==> src/rtl/ir_pair_scheduler_if.sv <==
// Command, CTC and delay-timer signal bundle for ir_pair_scheduler.
// The slave modport is the scheduler's view; master is the upstream/peripheral side.
interface ir_pair_scheduler_if #(
    parameter int unsigned CTC_WIDTH   = 8,
    parameter int unsigned DELAY_WIDTH = 16
);
    logic                   cmd_valid_in;
    logic                   cmd_ready_out;
    logic [CTC_WIDTH-1:0]   cmd_carrier_in;
    logic [DELAY_WIDTH-1:0] cmd_on_in;
    logic [DELAY_WIDTH-1:0] cmd_off_in;
    logic                   cmd_last_in;
    logic                   abort_in;
    logic                   busy_out;
    logic                   done_out;
    logic                   ctc_enable_out;
    logic                   ctc_forced_out;
    logic                   ctc_wr_strobe_out;
    logic [CTC_WIDTH-1:0]   ctc_value_out;
    logic                   delay_enable_out;
    logic                   delay_start_strobe_out;
    logic [DELAY_WIDTH-1:0] delay_value_out;
    logic                   delay_busy_in;

    modport slave (
        input  cmd_valid_in, cmd_carrier_in, cmd_on_in, cmd_off_in, cmd_last_in,
        input  abort_in, delay_busy_in,
        output cmd_ready_out, busy_out, done_out,
        output ctc_enable_out, ctc_forced_out, ctc_wr_strobe_out, ctc_value_out,
        output delay_enable_out, delay_start_strobe_out, delay_value_out
    );

    modport master (
        output cmd_valid_in, cmd_carrier_in, cmd_on_in, cmd_off_in, cmd_last_in,
        output abort_in, delay_busy_in,
        input  cmd_ready_out, busy_out, done_out,
        input  ctc_enable_out, ctc_forced_out, ctc_wr_strobe_out, ctc_value_out,
        input  delay_enable_out, delay_start_strobe_out, delay_value_out
    );
endinterface

==> src/rtl/ir_pair_scheduler.sv <==
// IR mark/space pair scheduler: a small command FIFO feeding the CTC carrier and delay timer.
// Define IR_CODE_GAP_EN to append a GAP_UNITS carrier-off gap after each last-flagged entry.
module ir_pair_scheduler #(
    parameter int unsigned            CTC_WIDTH   = 8,
    parameter int unsigned            DELAY_WIDTH = 16,
    parameter int unsigned            FIFO_DEPTH  = 4,
    parameter logic [DELAY_WIDTH-1:0] GAP_UNITS   = 16'd2000
) (
    input logic                clock_in,
    input logic                reset_n_in,
    ir_pair_scheduler_if.slave bus
);
    localparam int unsigned     PtrW    = $clog2(FIFO_DEPTH);
    localparam int unsigned     CntW    = $clog2(FIFO_DEPTH) + 1;
    localparam logic [CntW-1:0] FullCnt = CntW'(FIFO_DEPTH);

    localparam logic [3:0] StIdle       = 4'd0;
    localparam logic [3:0] StLoad       = 4'd1;
    localparam logic [3:0] StMarkStart  = 4'd2;
    localparam logic [3:0] StMarkArm    = 4'd3;
    localparam logic [3:0] StMarkWait   = 4'd4;
    localparam logic [3:0] StSpaceStart = 4'd5;
    localparam logic [3:0] StSpaceArm   = 4'd6;
    localparam logic [3:0] StSpaceWait  = 4'd7;
    localparam logic [3:0] StFinish     = 4'd8;
`ifdef IR_CODE_GAP_EN
    localparam logic [3:0] StGapStart   = 4'd9;
    localparam logic [3:0] StGapArm     = 4'd10;
    localparam logic [3:0] StGapWait    = 4'd11;
`endif

    typedef struct packed {
        logic [CTC_WIDTH-1:0]   carrier;
        logic [DELAY_WIDTH-1:0] on_time;
        logic [DELAY_WIDTH-1:0] off_time;
        logic                   last;
    } entry_t;

    entry_t          mem_q [FIFO_DEPTH];
    entry_t          mem_d [FIFO_DEPTH];
    logic [PtrW-1:0] wr_ptr_q, wr_ptr_d;
    logic [PtrW-1:0] rd_ptr_q, rd_ptr_d;
    logic [CntW-1:0] count_q, count_d;
    logic [3:0]      state_q, state_d;
    entry_t          wk_q, wk_d;

    logic                   ready_q, ready_d;
    logic                   busy_q, busy_d;
    logic                   done_q, done_d;
    logic                   ctc_en_q, ctc_en_d;
    logic                   ctc_wr_q, ctc_wr_d;
    logic [CTC_WIDTH-1:0]   ctc_val_q, ctc_val_d;
    logic                   dly_en_q, dly_en_d;
    logic                   dly_start_q, dly_start_d;
    logic [DELAY_WIDTH-1:0] dly_val_q, dly_val_d;

    logic push;
    logic pop;
    logic fifo_empty;

    always_comb begin
        // ready_q already reflects !full, so a push can never overflow
        push       = bus.cmd_valid_in && ready_q && !bus.abort_in;
        fifo_empty = (count_q == '0);
        pop        = 1'b0;

        state_d     = state_q;
        wk_d        = wk_q;
        done_d      = 1'b0;
        ctc_en_d    = ctc_en_q;
        ctc_wr_d    = 1'b0;
        ctc_val_d   = ctc_val_q;
        dly_en_d    = dly_en_q;
        dly_start_d = 1'b0;
        dly_val_d   = dly_val_q;

        case (state_q)
            StIdle: begin
                ctc_en_d = 1'b0;
                dly_en_d = 1'b0;
                if (!fifo_empty) begin
                    pop     = 1'b1;
                    state_d = StLoad;
                end
            end
            StLoad: begin
                ctc_wr_d  = 1'b1;
                ctc_val_d = wk_q.carrier;
                if (wk_q.on_time != '0) begin
                    state_d = StMarkStart;
                end else if (wk_q.off_time != '0) begin
                    state_d = StSpaceStart;
                end else begin
                    state_d = StFinish;
                end
            end
            StMarkStart: begin
                ctc_en_d    = 1'b1;
                dly_en_d    = 1'b1;
                dly_start_d = 1'b1;
                dly_val_d   = wk_q.on_time;
                state_d     = StMarkArm;
            end
            // Timer has not yet seen the start strobe, so its busy flag is stale here
            StMarkArm: begin
                state_d = StMarkWait;
            end
            StMarkWait: begin
                ctc_en_d = 1'b1;
                if (!bus.delay_busy_in) begin
                    ctc_en_d = 1'b0;
                    state_d  = (wk_q.off_time != '0) ? StSpaceStart : StFinish;
                end
            end
            StSpaceStart: begin
                ctc_en_d    = 1'b0;
                dly_en_d    = 1'b1;
                dly_start_d = 1'b1;
                dly_val_d   = wk_q.off_time;
                state_d     = StSpaceArm;
            end
            StSpaceArm: begin
                state_d = StSpaceWait;
            end
            StSpaceWait: begin
                if (!bus.delay_busy_in) begin
                    state_d = StFinish;
                end
            end
            StFinish: begin
`ifdef IR_CODE_GAP_EN
                if (wk_q.last) begin
                    state_d = StGapStart;
                end else if (!fifo_empty) begin
                    pop     = 1'b1;
                    state_d = StLoad;
                end else begin
                    state_d = StIdle;
                end
`else
                done_d = wk_q.last;
                if (!fifo_empty) begin
                    pop     = 1'b1;
                    state_d = StLoad;
                end else begin
                    state_d = StIdle;
                end
`endif
            end
`ifdef IR_CODE_GAP_EN
            StGapStart: begin
                ctc_en_d    = 1'b0;
                dly_en_d    = 1'b1;
                dly_start_d = 1'b1;
                dly_val_d   = GAP_UNITS;
                state_d     = StGapArm;
            end
            StGapArm: begin
                state_d = StGapWait;
            end
            StGapWait: begin
                if (!bus.delay_busy_in) begin
                    done_d = 1'b1;
                    if (!fifo_empty) begin
                        pop     = 1'b1;
                        state_d = StLoad;
                    end else begin
                        state_d = StIdle;
                    end
                end
            end
`endif
            default: begin
                state_d = StIdle;
            end
        endcase

        mem_d    = mem_q;
        wr_ptr_d = wr_ptr_q;
        rd_ptr_d = rd_ptr_q;
        if (push) begin
            mem_d[wr_ptr_q] = '{carrier:  bus.cmd_carrier_in,
                                on_time:  bus.cmd_on_in,
                                off_time: bus.cmd_off_in,
                                last:     bus.cmd_last_in};
            wr_ptr_d        = wr_ptr_q + 1'b1;
        end
        if (pop) begin
            wk_d     = mem_q[rd_ptr_q];
            rd_ptr_d = rd_ptr_q + 1'b1;
        end
        case ({push, pop})
            2'b10:   count_d = count_q + 1'b1;
            2'b01:   count_d = count_q - 1'b1;
            default: count_d = count_q;
        endcase

        // Abort overrides everything above, including a coincident push
        if (bus.abort_in) begin
            wr_ptr_d    = '0;
            rd_ptr_d    = '0;
            count_d     = '0;
            state_d     = StIdle;
            done_d      = 1'b0;
            ctc_en_d    = 1'b0;
            ctc_wr_d    = 1'b0;
            dly_en_d    = 1'b0;
            dly_start_d = 1'b0;
        end

        ready_d = (count_d != FullCnt);
        busy_d  = (count_d != '0) || (state_d != StIdle);
    end

    always_ff @(posedge clock_in or negedge reset_n_in) begin
        if (!reset_n_in) begin
            for (int i = 0; i < FIFO_DEPTH; i++) begin
                mem_q[i] <= '0;
            end
            wr_ptr_q    <= '0;
            rd_ptr_q    <= '0;
            count_q     <= '0;
            state_q     <= StIdle;
            wk_q        <= '0;
            ready_q     <= 1'b0;
            busy_q      <= 1'b0;
            done_q      <= 1'b0;
            ctc_en_q    <= 1'b0;
            ctc_wr_q    <= 1'b0;
            ctc_val_q   <= '0;
            dly_en_q    <= 1'b0;
            dly_start_q <= 1'b0;
            dly_val_q   <= '0;
        end else begin
            mem_q       <= mem_d;
            wr_ptr_q    <= wr_ptr_d;
            rd_ptr_q    <= rd_ptr_d;
            count_q     <= count_d;
            state_q     <= state_d;
            wk_q        <= wk_d;
            ready_q     <= ready_d;
            busy_q      <= busy_d;
            done_q      <= done_d;
            ctc_en_q    <= ctc_en_d;
            ctc_wr_q    <= ctc_wr_d;
            ctc_val_q   <= ctc_val_d;
            dly_en_q    <= dly_en_d;
            dly_start_q <= dly_start_d;
            dly_val_q   <= dly_val_d;
        end
    end

    assign bus.cmd_ready_out          = ready_q;
    assign bus.busy_out               = busy_q;
    assign bus.done_out               = done_q;
    assign bus.ctc_enable_out         = ctc_en_q;
    assign bus.ctc_forced_out         = 1'b0;
    assign bus.ctc_wr_strobe_out      = ctc_wr_q;
    assign bus.ctc_value_out          = ctc_val_q;
    assign bus.delay_enable_out       = dly_en_q;
    assign bus.delay_start_strobe_out = dly_start_q;
    assign bus.delay_value_out        = dly_val_q;

endmodule

==> src/flat_wrapper.sv <==
// flat-port wrapper written by rule: the top's interface ports become plain ports
module ir_pair_scheduler_flat 
#(
    parameter int unsigned            CTC_WIDTH   = 8,
    parameter int unsigned            DELAY_WIDTH = 16,
    parameter int unsigned            FIFO_DEPTH  = 4,
    parameter logic [DELAY_WIDTH-1:0] GAP_UNITS   = 16'd2000
)
  (clock_in, reset_n_in, bus_cmd_valid_in, bus_cmd_carrier_in, bus_cmd_on_in, bus_cmd_off_in, bus_cmd_last_in, bus_abort_in, bus_delay_busy_in, bus_cmd_ready_out, bus_busy_out, bus_done_out, bus_ctc_enable_out, bus_ctc_forced_out, bus_ctc_wr_strobe_out, bus_ctc_value_out, bus_delay_enable_out, bus_delay_start_strobe_out, bus_delay_value_out);
  ir_pair_scheduler_if #(.CTC_WIDTH(CTC_WIDTH), .DELAY_WIDTH(DELAY_WIDTH)) bus_i ();
  input logic clock_in;
  input logic reset_n_in;
  input wire logic [$bits(bus_i.cmd_valid_in)-1:0] bus_cmd_valid_in;
  input wire logic [$bits(bus_i.cmd_carrier_in)-1:0] bus_cmd_carrier_in;
  input wire logic [$bits(bus_i.cmd_on_in)-1:0] bus_cmd_on_in;
  input wire logic [$bits(bus_i.cmd_off_in)-1:0] bus_cmd_off_in;
  input wire logic [$bits(bus_i.cmd_last_in)-1:0] bus_cmd_last_in;
  input wire logic [$bits(bus_i.abort_in)-1:0] bus_abort_in;
  input wire logic [$bits(bus_i.delay_busy_in)-1:0] bus_delay_busy_in;
  output wire logic [$bits(bus_i.cmd_ready_out)-1:0] bus_cmd_ready_out;
  output wire logic [$bits(bus_i.busy_out)-1:0] bus_busy_out;
  output wire logic [$bits(bus_i.done_out)-1:0] bus_done_out;
  output wire logic [$bits(bus_i.ctc_enable_out)-1:0] bus_ctc_enable_out;
  output wire logic [$bits(bus_i.ctc_forced_out)-1:0] bus_ctc_forced_out;
  output wire logic [$bits(bus_i.ctc_wr_strobe_out)-1:0] bus_ctc_wr_strobe_out;
  output wire logic [$bits(bus_i.ctc_value_out)-1:0] bus_ctc_value_out;
  output wire logic [$bits(bus_i.delay_enable_out)-1:0] bus_delay_enable_out;
  output wire logic [$bits(bus_i.delay_start_strobe_out)-1:0] bus_delay_start_strobe_out;
  output wire logic [$bits(bus_i.delay_value_out)-1:0] bus_delay_value_out;
  assign bus_i.cmd_valid_in = bus_cmd_valid_in;
  assign bus_i.cmd_carrier_in = bus_cmd_carrier_in;
  assign bus_i.cmd_on_in = bus_cmd_on_in;
  assign bus_i.cmd_off_in = bus_cmd_off_in;
  assign bus_i.cmd_last_in = bus_cmd_last_in;
  assign bus_i.abort_in = bus_abort_in;
  assign bus_i.delay_busy_in = bus_delay_busy_in;
  assign bus_cmd_ready_out = bus_i.cmd_ready_out;
  assign bus_busy_out = bus_i.busy_out;
  assign bus_done_out = bus_i.done_out;
  assign bus_ctc_enable_out = bus_i.ctc_enable_out;
  assign bus_ctc_forced_out = bus_i.ctc_forced_out;
  assign bus_ctc_wr_strobe_out = bus_i.ctc_wr_strobe_out;
  assign bus_ctc_value_out = bus_i.ctc_value_out;
  assign bus_delay_enable_out = bus_i.delay_enable_out;
  assign bus_delay_start_strobe_out = bus_i.delay_start_strobe_out;
  assign bus_delay_value_out = bus_i.delay_value_out;
  ir_pair_scheduler #(.CTC_WIDTH(CTC_WIDTH), .DELAY_WIDTH(DELAY_WIDTH), .FIFO_DEPTH(FIFO_DEPTH), .GAP_UNITS(GAP_UNITS)) u_core (.clock_in(clock_in), .reset_n_in(reset_n_in), .bus(bus_i));
endmodule
==> config.mk <==
export PLATFORM = sky130hd
export DESIGN_NAME = ir_pair_scheduler_flat
export DESIGN_NICKNAME = d
export VERILOG_FILES = /design/src/rtl/ir_pair_scheduler_if.sv /design/src/rtl/ir_pair_scheduler.sv /design/src/flat_wrapper.sv
export SDC_FILE = /design/constraint.sdc
export NUM_CORES = 1
export LEC_CHECK = 0
export ABC_AREA = 1
export CAP_MARGIN = 40
export CORE_UTILIZATION = 33
export DETAILED_ROUTE_END_ITERATION = 10
export SETUP_SLACK_MARGIN = 0.4
export SYNTH_ARGS = -nofsm -noshare
export SYNTH_HDL_FRONTEND = slang
export SYNTH_SLANG_ARGS = --single-unit
==> constraint.sdc <==
create_clock -name clock_in -period 4.1 [get_ports clock_in]
set_input_delay 0.615 -clock clock_in [delete_from_list [all_inputs] [get_ports clock_in]]
set_output_delay 0.615 -clock clock_in [all_outputs]
set_load 0.005 [all_outputs]
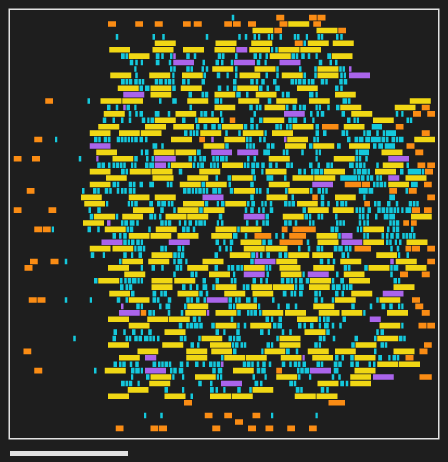
*Placement by cell class*
Bar = 50 microns.
[purple] clock drivers and dummy loads | cells: 46
[yellow] flops | cells: 247
[cyan] combinational and other logic | cells: 924
[orange] other buffers and delay cells | cells: 94

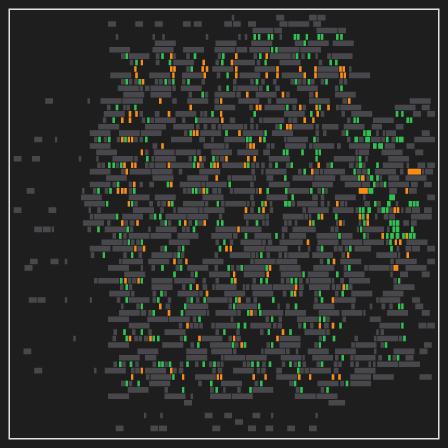
*Selected gate families*
[orange] NOR gates | cells: 162
[green] NAND gates | cells: 294

## cells in the mapped netlist
library cell / n
a21oi_1: 5
a22oi_1: 1
a31o_2: 1
a31oi_1: 16
buf_2: 27
buf_4: 1
clkbuf_1: 48
clkinv_1: 2
conb_1: 1
dfrtp_1: 247
fa_1: 1
ha_1: 5
inv_1: 91
nand2_1: 274
nand2_2: 4
nand3_1: 14
nand3b_1: 1
nand4_1: 1
nor2_1: 158
nor2_2: 1
nor3_1: 1
nor3_4: 1
nor4_1: 1
o21ai_0: 305
o21ai_1: 7
o221ai_1: 2
o22ai_1: 26
o31ai_1: 1
or2_2: 4
## stage by stage
step                      instances  hold WS, ps  power [W]
final                          1713        61.37   0.009668
after global routing           1713        96.60    0.01048
after CTS                      1713        83.19   0.009760
after detailed placement       1667        465.7   0.007486
after global placement         1664        460.0   0.007326
after floorplan                1247        319.4   0.006254
## logic make-up (layout without fill, tap and decap cells)
kind of cell	Yosys count	count (layout)	share of synthesized area (%)
AND-OR/OR-AND	364	364	17.80
adder cells (fa/ha/maj)	6	6	0.7777
buffers and inverters	169	233	6.327
flip-flops	247	247	58.21
other	1	1	0.03531
AND/OR/NAND/NOR	460	460	16.85
## area by class of cell
class | count | area share (%)
flip-flops and latches | 247 | 48.94
multi-input cells | 831 | 29.86
repair buffers | 94 | 8.044
clock buffers | 44 | 6.330
well taps | 402 | 3.982
inverters | 93 | 2.764
clock inverters | 2 | 0.07925
## sequential cells by signal, summed over array words and instances, names as in the netlist
register and flops:
u_core.bus.delay_start_strobe_out 1, u_core.bus.done_out 1, u_core.wr_ptr_q 2, u_core.bus.ctc_enable_out 1, u_core.bus.ctc_wr_strobe_out 1, u_core.bus.busy_out 1
u_core.state_q 4, u_core.mem_q 164, u_core.count_q 3, u_core.bus.cmd_ready_out 1, u_core.bus.delay_enable_out 1, u_core.bus.delay_value_out 16
u_core.bus.ctc_value_out 8, u_core.rd_ptr_q 2, u_core.wk_q 41
## where the power goes
| part | leakage (nW) | total [W] | switching, W | internal [W] |
|---|---|---|---|---|
| Clock | 0.397 | 0.00224 | 0.000925 | 0.00131 |
| Combinational | 2.41 | 0.00337 | 0.00207 | 0.00130 |
| Sequential | 3.15 | 0.00406 | 0.000560 | 0.00350 |
## per-layer routing
metal | share of wire (%) | vias to the layer above | global-route usage, %
met5 | 0 | - | 0
met4 | 1.7 | 0 | 3.864
met3 | 5.0 | 34 | 2.868
met2 | 43 | 206 | 25.45
met1 | 50 | 3985 | 24.43
li1 | - | 4148 | -
## worst min-delay path by stage
stage,startpoint,to,depth (start not counted)
2_1_floorplan,reset_n_in,u_core.bus.busy_out$_DFF_PN0_,0
3_3_place_gp,u_core.mem_q[15]$_DFFE_PN0P_,u_core.mem_q[15]$_DFFE_PN0P_,2
3_5_place_dp,u_core.bus.delay_value_out[12]$_DFFE_PN0P_,u_core.bus.delay_value_out[12]$_DFFE_PN0P_,2
4_1_cts,reset_n_in,u_core.bus.ctc_value_out[1]$_DFFE_PN0N_,1
5_1_grt,reset_n_in,u_core.bus.ctc_value_out[3]$_DFFE_PN0N_,1
6_report,reset_n_in,u_core.bus.ctc_value_out[1]$_DFFE_PN0N_,1
==> impl_metrics.yaml <==
# flow metrics
sta:
  max_slew.worst_pin.slew_ps: 857.0
  final-setup-viol-count: 0
  rsz0062_at_grt: "no"
  max_slew_margin_pct: 42.86
  layout_setup_ws_ps: 1325
  maxSlewViolCount: 0
  finClkSkew_ps: 11.16
  hold_viol: 0
setup_path:
  max_stage_delay_ps: 490
  cp.arrival_ps: 3180
  required_ps: 4510
  cp.depth: 14
  r2r_slack_ps: 1540
  path_buffers: 4
  critPathLaunchType: "input port"
  timing.critical_path.slowest_stage_cell: "clkdlybuf4s50_1"
  path_class: "in2reg"
  crit_end: "u_core.bus.busy_out$_DFF_PN0_"
  crit_path_start: "bus_abort_in"
  worst_path_most_repeated_cell: "nand2_1"
die:
  rows: 65
  die_h_microns: 181.4
  io_pins: 78
  dieArea_sq_um: 32900
  core-area_sq_um: 31640
  fp_util_pct: 33.57
clock_network:
  cts_tree: "built"
  clock-sinks: 247
  numCtsBuffers: 27
  cts.root.buffer_cell: "clkbuf_16"
  clock_latency_ps: 530
  cts.repair.resized: 0
  cts.clk_slew.worst_paths_ps: 60
  cts_setup_buffers: 0
  hold_buffers: 0
  cts_buffer_depth: 3
yosys:
  area_leaders: "dfrtp_1 58%, o21ai_0 14%, nand2_1 9.7%, nor2_1 5.6%, inv_1 3.2%"
  floorplan.nets: 1299
  synth_warnings: 0
  syn-cell-area_sq_um: 10620
  ys_ff: 247
  yosysChipArea_sq_um: 10620
  synth_seq_share_pct: 58.21
  yosysUniqueCellTypes: 29
  yosys.area.top_type: "dfrtp_1"
  yosysCellCount: 1247
global_routing:
  grt_pass1_wl_mm: 43.95
  antenna_found_initial: 0
  grt_max_degree: 96
  overflow: 0
layout:
  syn_to_final_growth_pct: 18.95
  fin_area_sq_um: 12630
  fin_util_pct: 39.92
  nNetsFinal: 1346
  seq_area_sq_um: 6182
  drive_gt1_share_pct: 5.187
  fillers: 3195
  n_antenna_cell: 0
  final_common_cell: "o21ai_0"
routing:
  antenna_left: 0
  route.detailed.wl_per_inst_microns: 15.61
  vias: 8373
  drt_iter0_drc: 693
  first_pass_iters: 5
place:
  hpwl_mm: 16.78
  io_buffers: 76
  gp_congestion: 0.8058
run_status:
  status: "finished clean"
No activity file was given, so power comes from the tool's default toggle rates.
